### config.mk
export PLATFORM = sky130hd
export DESIGN_NAME = fetch_unit
export DESIGN_NICKNAME = d
export VERILOG_FILES = /design/src/rtl/fetch_unit_pkg.sv /design/src/rtl/fetch_fifo.sv /design/src/rtl/fetch_unit.sv
export SDC_FILE = /design/constraint.sdc
export NUM_CORES = 1
export LEC_CHECK = 0
export ABC_AREA = 1
export CORE_UTILIZATION = 42
export CTS_CLUSTER_DIAMETER = 200
export DETAILED_ROUTE_END_ITERATION = 12
export MAX_ROUTING_LAYER = met4
export PLACE_DENSITY_LB_ADDON = 0.3
export SYNTH_ARGS = -nofsm -noshare
export SYNTH_HDL_FRONTEND = slang
export SYNTH_HIERARCHICAL = 1
export SYNTH_SLANG_ARGS = --single-unit
### constraint.sdc
create_clock -name clk -period 2.7 [get_ports clk]
set_input_delay 0.405 -clock clk [delete_from_list [all_inputs] [get_ports clk]]
set_output_delay 0.405 -clock clk [all_outputs]
set_load 0.05 [all_outputs]
### src/rtl/fetch_unit_pkg.sv
// Shared core package: fetch defaults, fetch FSM encoding, FIFO entry layout
// and the opcode constants used by decode and immediate generation.
package fetch_unit_pkg;

  localparam int unsigned XLEN = 32;

  localparam logic [XLEN-1:0] RESET_PC_DEFAULT = 32'h0000_0000;
  localparam logic [XLEN-1:0] NOP              = 32'h0000_0013;

  // Fetch FSM encoding
  typedef enum logic [1:0] {
    ST_IDLE = 2'd0,
    ST_WAIT = 2'd1,
    ST_DROP = 2'd2
  } fetch_state_e;

  // Major opcodes (instr[6:0])
  localparam logic [6:0] OPC_LUI    = 7'b0110111;
  localparam logic [6:0] OPC_AUIPC  = 7'b0010111;
  localparam logic [6:0] OPC_JAL    = 7'b1101111;
  localparam logic [6:0] OPC_JALR   = 7'b1100111;
  localparam logic [6:0] OPC_BRANCH = 7'b1100011;
  localparam logic [6:0] OPC_LOAD   = 7'b0000011;
  localparam logic [6:0] OPC_STORE  = 7'b0100011;
  localparam logic [6:0] OPC_OP_IMM = 7'b0010011;
  localparam logic [6:0] OPC_OP     = 7'b0110011;

  // One buffered fetch result handed to decode
  typedef struct packed {
    logic [XLEN-1:0] pc;
    logic [XLEN-1:0] instr;
  } fetch_entry_t;

  localparam int unsigned ENTRY_W = $bits(fetch_entry_t);

  // Force a byte address onto a word boundary
  function automatic logic [XLEN-1:0] word_align(input logic [XLEN-1:0] a);
    return a & ~32'h0000_0003;
  endfunction

endpackage

### src/rtl/fetch_fifo.sv
// Small synchronous FIFO between fetch and decode.
// Shift-register organisation: slot 0 is always the head, and every slot at or
// beyond the fill level is kept at zero so the head reads 0 when empty.
// Ports:
//   clk, rst_n  clock, async active-low reset
//   i_push      write i_din (ignored during flush)
//   i_pop       remove head (ignored when empty or during flush)
//   i_flush     discard all entries; overrides push and pop
//   i_din       entry to write
//   o_head      head entry (0 when empty)
//   o_valid     FIFO non-empty
//   o_count     number of entries held
module fetch_fifo #(
  parameter  int unsigned DEPTH = 2,
  parameter  int unsigned WIDTH = 64,
  localparam int unsigned CNT_W = $clog2(DEPTH + 1)
) (
  input  logic             clk,
  input  logic             rst_n,
  input  logic             i_push,
  input  logic             i_pop,
  input  logic             i_flush,
  input  logic [WIDTH-1:0] i_din,
  output logic [WIDTH-1:0] o_head,
  output logic             o_valid,
  output logic [CNT_W-1:0] o_count
);

  logic [WIDTH-1:0] r_mem  [DEPTH];
  logic [WIDTH-1:0] w_next [DEPTH];
  logic [CNT_W-1:0] r_count;
  logic [CNT_W-1:0] w_count_nxt;
  logic [CNT_W-1:0] w_wr_idx;
  logic             r_valid;
  logic             w_push;
  logic             w_pop;

  assign w_push   = i_push && !i_flush;
  assign w_pop    = i_pop && (r_count != '0) && !i_flush;
  // A simultaneous pop shifts everything down one slot before the write lands
  assign w_wr_idx = w_pop ? (r_count - CNT_W'(1)) : r_count;

  // Next storage contents: shift on pop, then write at the fill level
  always_comb begin
    for (int unsigned i = 0; i < DEPTH; i++) begin
      w_next[i] = r_mem[i];
    end
    if (w_pop) begin
      for (int unsigned i = 0; i < DEPTH - 1; i++) begin
        w_next[i] = r_mem[i+1];
      end
      w_next[DEPTH-1] = '0;
    end
    if (w_push) begin
      for (int unsigned i = 0; i < DEPTH; i++) begin
        if (w_wr_idx == CNT_W'(i)) begin
          w_next[i] = i_din;
        end
      end
    end
  end

  assign w_count_nxt = i_flush ? '0 : (r_count + CNT_W'(w_push) - CNT_W'(w_pop));

  // Storage and occupancy registers
  always_ff @(posedge clk or negedge rst_n) begin
    if (!rst_n) begin
      r_count <= '0;
      r_valid <= 1'b0;
      for (int unsigned i = 0; i < DEPTH; i++) begin
        r_mem[i] <= '0;
      end
    end else begin
      r_count <= w_count_nxt;
      r_valid <= (w_count_nxt != '0);
      for (int unsigned i = 0; i < DEPTH; i++) begin
        r_mem[i] <= i_flush ? '0 : w_next[i];
      end
    end
  end

  assign o_head  = r_mem[0];
  assign o_valid = r_valid;
  assign o_count = r_count;

endmodule

### src/rtl/fetch_unit.sv
// Instruction fetch stage: owns the PC, issues single-word reads to
// instruction memory (one outstanding at a time, variable latency) and buffers
// returned {pc, instr} pairs toward decode. A redirect flushes the buffer and
// marks any in-flight read to be discarded.
// Ports:
//   clk, rst_n       clock, async active-low reset
//   imem_req         one-cycle read request pulse
//   imem_addr        word address of the latest request, held between requests
//   imem_rvalid      read response strobe (one per request)
//   imem_rdata       read response data
//   redirect_valid   branch/jump taken this cycle
//   redirect_pc      redirect target (low two bits ignored)
//   if_valid         decode-side entry available
//   if_pc, if_instr  head entry (0 when empty)
//   id_ready         decode consumes the head this cycle
module fetch_unit
  import fetch_unit_pkg::*;
#(
  parameter logic [31:0] RESET_PC   = RESET_PC_DEFAULT,
  parameter int unsigned FIFO_DEPTH = 2
) (
  input  logic        clk,
  input  logic        rst_n,
  output logic        imem_req,
  output logic [31:0] imem_addr,
  input  logic        imem_rvalid,
  input  logic [31:0] imem_rdata,
  input  logic        redirect_valid,
  input  logic [31:0] redirect_pc,
  output logic        if_valid,
  output logic [31:0] if_pc,
  output logic [31:0] if_instr,
  input  logic        id_ready
);

  localparam int unsigned CNT_W = $clog2(FIFO_DEPTH + 1);

  fetch_state_e     r_state;
  fetch_state_e     w_state_nxt;
  logic [31:0]      r_pc;
  logic [31:0]      w_pc_nxt;
  logic             r_req;
  logic             w_req_nxt;
  logic [31:0]      r_addr;
  logic [31:0]      w_addr_nxt;
  logic             w_push;
  logic             w_pop;
  logic             w_flush;
  logic             w_fifo_valid;
  logic [CNT_W-1:0] w_fifo_count;
  fetch_entry_t     w_push_entry;
  fetch_entry_t     w_head;

  // State, PC and memory-interface registers
  always_ff @(posedge clk or negedge rst_n) begin
    if (!rst_n) begin
      r_state <= ST_IDLE;
      r_pc    <= RESET_PC;
      r_req   <= 1'b0;
      r_addr  <= RESET_PC;
    end else begin
      r_state <= w_state_nxt;
      r_pc    <= w_pc_nxt;
      r_req   <= w_req_nxt;
      r_addr  <= w_addr_nxt;
    end
  end

  // Next-state, issue and push decisions; redirect takes priority over all
  always_comb begin
    w_state_nxt = r_state;
    w_pc_nxt    = r_pc;
    w_req_nxt   = 1'b0;
    w_addr_nxt  = r_addr;
    w_push      = 1'b0;
    w_flush     = 1'b0;

    if (redirect_valid) begin
      w_flush  = 1'b1;
      w_pc_nxt = word_align(redirect_pc);
      case (r_state)
        // An in-flight read must still be waited out, but its data is dead;
        // if it returns this very cycle there is nothing left to wait for.
        ST_WAIT, ST_DROP: w_state_nxt = imem_rvalid ? ST_IDLE : ST_DROP;
        default:          w_state_nxt = ST_IDLE;
      endcase
    end else begin
      case (r_state)
        ST_IDLE: begin
          if (w_fifo_count < CNT_W'(FIFO_DEPTH)) begin
            w_req_nxt   = 1'b1;
            w_addr_nxt  = r_pc;
            w_pc_nxt    = r_pc + 32'd4;
            w_state_nxt = ST_WAIT;
          end
        end
        ST_WAIT: begin
          if (imem_rvalid) begin
            w_push      = 1'b1;
            w_state_nxt = ST_IDLE;
          end
        end
        ST_DROP: begin
          if (imem_rvalid) begin
            w_state_nxt = ST_IDLE;
          end
        end
        default: w_state_nxt = ST_IDLE;
      endcase
    end
  end

  // imem_addr still names the outstanding request when its data returns
  assign w_push_entry.pc    = r_addr;
  assign w_push_entry.instr = imem_rdata;

  assign w_pop = w_fifo_valid && id_ready;

  fetch_fifo #(
    .DEPTH (FIFO_DEPTH),
    .WIDTH (ENTRY_W)
  ) u_fifo (
    .clk     (clk),
    .rst_n   (rst_n),
    .i_push  (w_push),
    .i_pop   (w_pop),
    .i_flush (w_flush),
    .i_din   (w_push_entry),
    .o_head  (w_head),
    .o_valid (w_fifo_valid),
    .o_count (w_fifo_count)
  );

  assign imem_req  = r_req;
  assign imem_addr = r_addr;
  assign if_valid  = w_fifo_valid;
  assign if_pc     = w_head.pc;
  assign if_instr  = w_head.instr;

endmodule

==> results_slide.txt <==
Run Summary

Die
  • Top Ports: around 170
  • # rows: around 58
  • FP Core Util: a little over two fifths
  • Die ar.: about 27000 sq um

Synth
  • Seq/Total Area, Yosys: 44.0%
  • Flops after synth: between 150 and 200
  • Count leader, synth: nand2_1
  • Cell accounting for the most synthesized area: dfrtp_1
  • Post-synthesis area per instance: approximately 6.9 sq um

Placed design
  • Port bufs: 162

Final layout
  • Share of cells above drive strength 1: approximately 5.5%

STA
  • Clock Skews: approximately 13 ps
  • Hold WS: -29.1 ps
  • Final-report hold violation count: 12
  • Setup violators final: 0

Power
  • Logic gate share of total power: 30.7%
  • Peak VDD IR: between 400 and 500 uV

Clock tree
  • Clock Path Buffers: 2
  • CTS sink cnt: ~190

Status
  • Failing checks: negative hold slack
  • Run status: finished, violations left
[cells by family after synthesis]
kind of cell | Yosys count | share of synthesized area, %
AOI/OAI and AO/OA | 87 | 4.26
xor gates and xnor gates | 6 | 0.477
adders and majority gates | 6 | 0.681
buffers and inverters | 265 | 12.8
DFF | 194 | 44.0
other | 1 | 0.0340
and+or+nand+nor | 1030 | 37.7
[flip-flops by register name, indices dropped and copies added (netlist names)]
register / flops
u_fifo/o_valid: 1
u_fifo/o_count: 2
r_pc: 30
imem_req: 1
r_state: 2
u_fifo/o_head: 64
u_fifo/r_mem: 64
imem_addr: 30
[routing by layer]
layer | part of all wire [%] | up-vias | GRT usage (%)
li1 | - | 4900 | -
met1 | 47 | 4506 | 29.9
met2 | 47 | 303 | 35.1
met3 | 5.0 | 27 | 2.65
met4 | 1.4 | 0 | 5.81
met5 | 0 | - | -
[through the flow]
step	utilization, %	setup WS, ps	instances	hold slack, ps	area [sq um]
floorplan	-	317	1594	109	11000
CTS	51.1	410	1989	8.34	13000
finish	51.1	424	1989	-29.1	13000
detailed placement	48.8	116	1957	478	12400
global route	51.1	242	1989	7.30	13000
global placement	48.8	154	1957	473	12400
[worst register-to-register path: stages, from the launching register on]
cell and delay, ps:
dfrtp_1 450, inv_1 90, ha_2 220, inv_2 60
nand3_4 80, buf_12 370, nand2_1 230, nand3_4 190
buf_12 260, nand2_1 120, nand2_1 70, nor2_1 40
[path summary, 6_finish.rpt]
kind,slack [ps],start,endpoint,cells after the start
max,420,u_fifo/o_count[1]$_DFF_PN0_,u_fifo/r_mem[18]$_DFF_PN0_,11
min,-30,rst_n,u_fifo/o_head[3]$_DFF_PN0_,1
max reg2reg,420,u_fifo/o_count[1]$_DFF_PN0_,u_fifo/r_mem[18]$_DFF_PN0_,11
min reg2reg,510,r_pc[31]$_DFFE_PN0P_,r_pc[31]$_DFFE_PN0P_,2
max in group asynchronous,1940,rst_n,imem_addr[11]$_DFFE_PN0P_,2
min in group clk,510,redirect_pc[8],r_pc[8]$_DFFE_PN0P_,3
[cell type report]
class	count	area share (%)
Timing Repair Buffer	188	14.9
Tap cell	330	3.17
Clock buffer	19	3.40
Inverter	110	3.21
Sequential cell	194	37.3
Clock inverter	13	1.11
Multi-Input combinational cell	1135	37.0
[power by group through the flow]
stage	clock network, mW	registers (mW)	logic (mW)
after floorplan	0	4.43	1.17
after global placement	0	3.87	2.80
after detailed placement	0	3.87	2.83
after CTS	2.62	3.83	2.84
after global routing	2.74	3.88	3.05
final	2.55	3.82	2.82
[cells in the final DEF (no fill, tap or decap), types with 7 or more instances in the layout]
master           netlist  routed
clkdlybuf4s50_1        0     161
dfrtp_1              194     194
nor2_1               332     332
clkbuf_16              0      17
o21ai_0               62      62
inv_1                105     105
o21ai_1                7       7
nor2_2                11      10
nand4_1               11      11
nand2_1              554     554
buf_4                 81      17
nand3_1               96      96
buf_12                 0       9
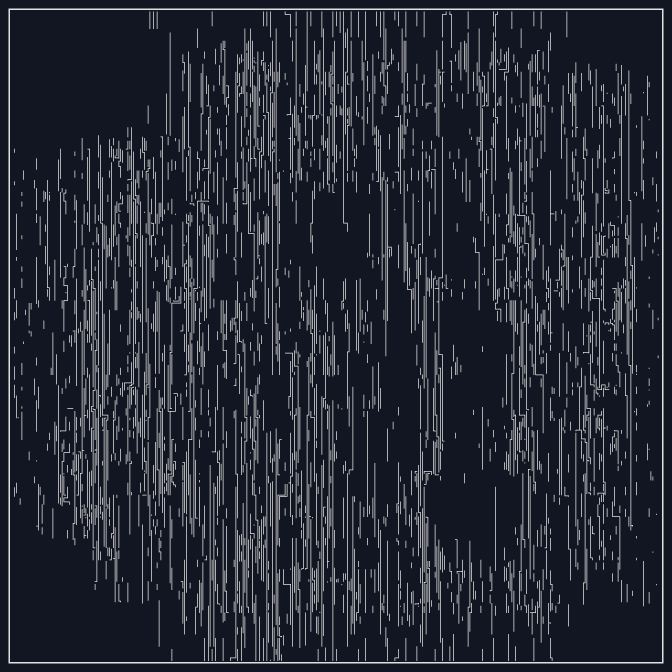
(M2 wires)
nets with wire on the layer: 1193
longest straight run: 65.5 um
main direction: vertical
wire length on this layer: 13000 um

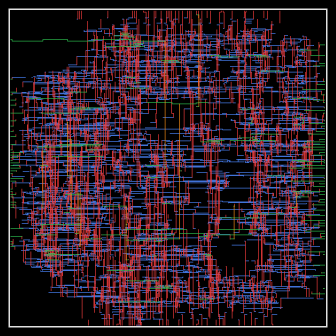
(signal wires by layer)
[orange] met4 | wire length: 377 um
[blue] met1 | wire length: 13100 um
[red] met2 | wire length: 13000 um
[green] met3 | wire length: 1390 um

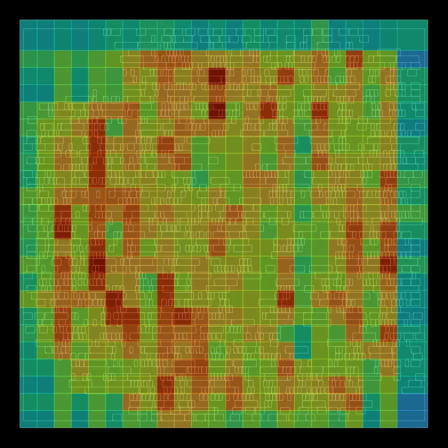
(congestion heat map)
met2 Track Usage GR: 35.1%
busiest layer in global routing: met2

Power is estimated from default activity; no workload was simulated.
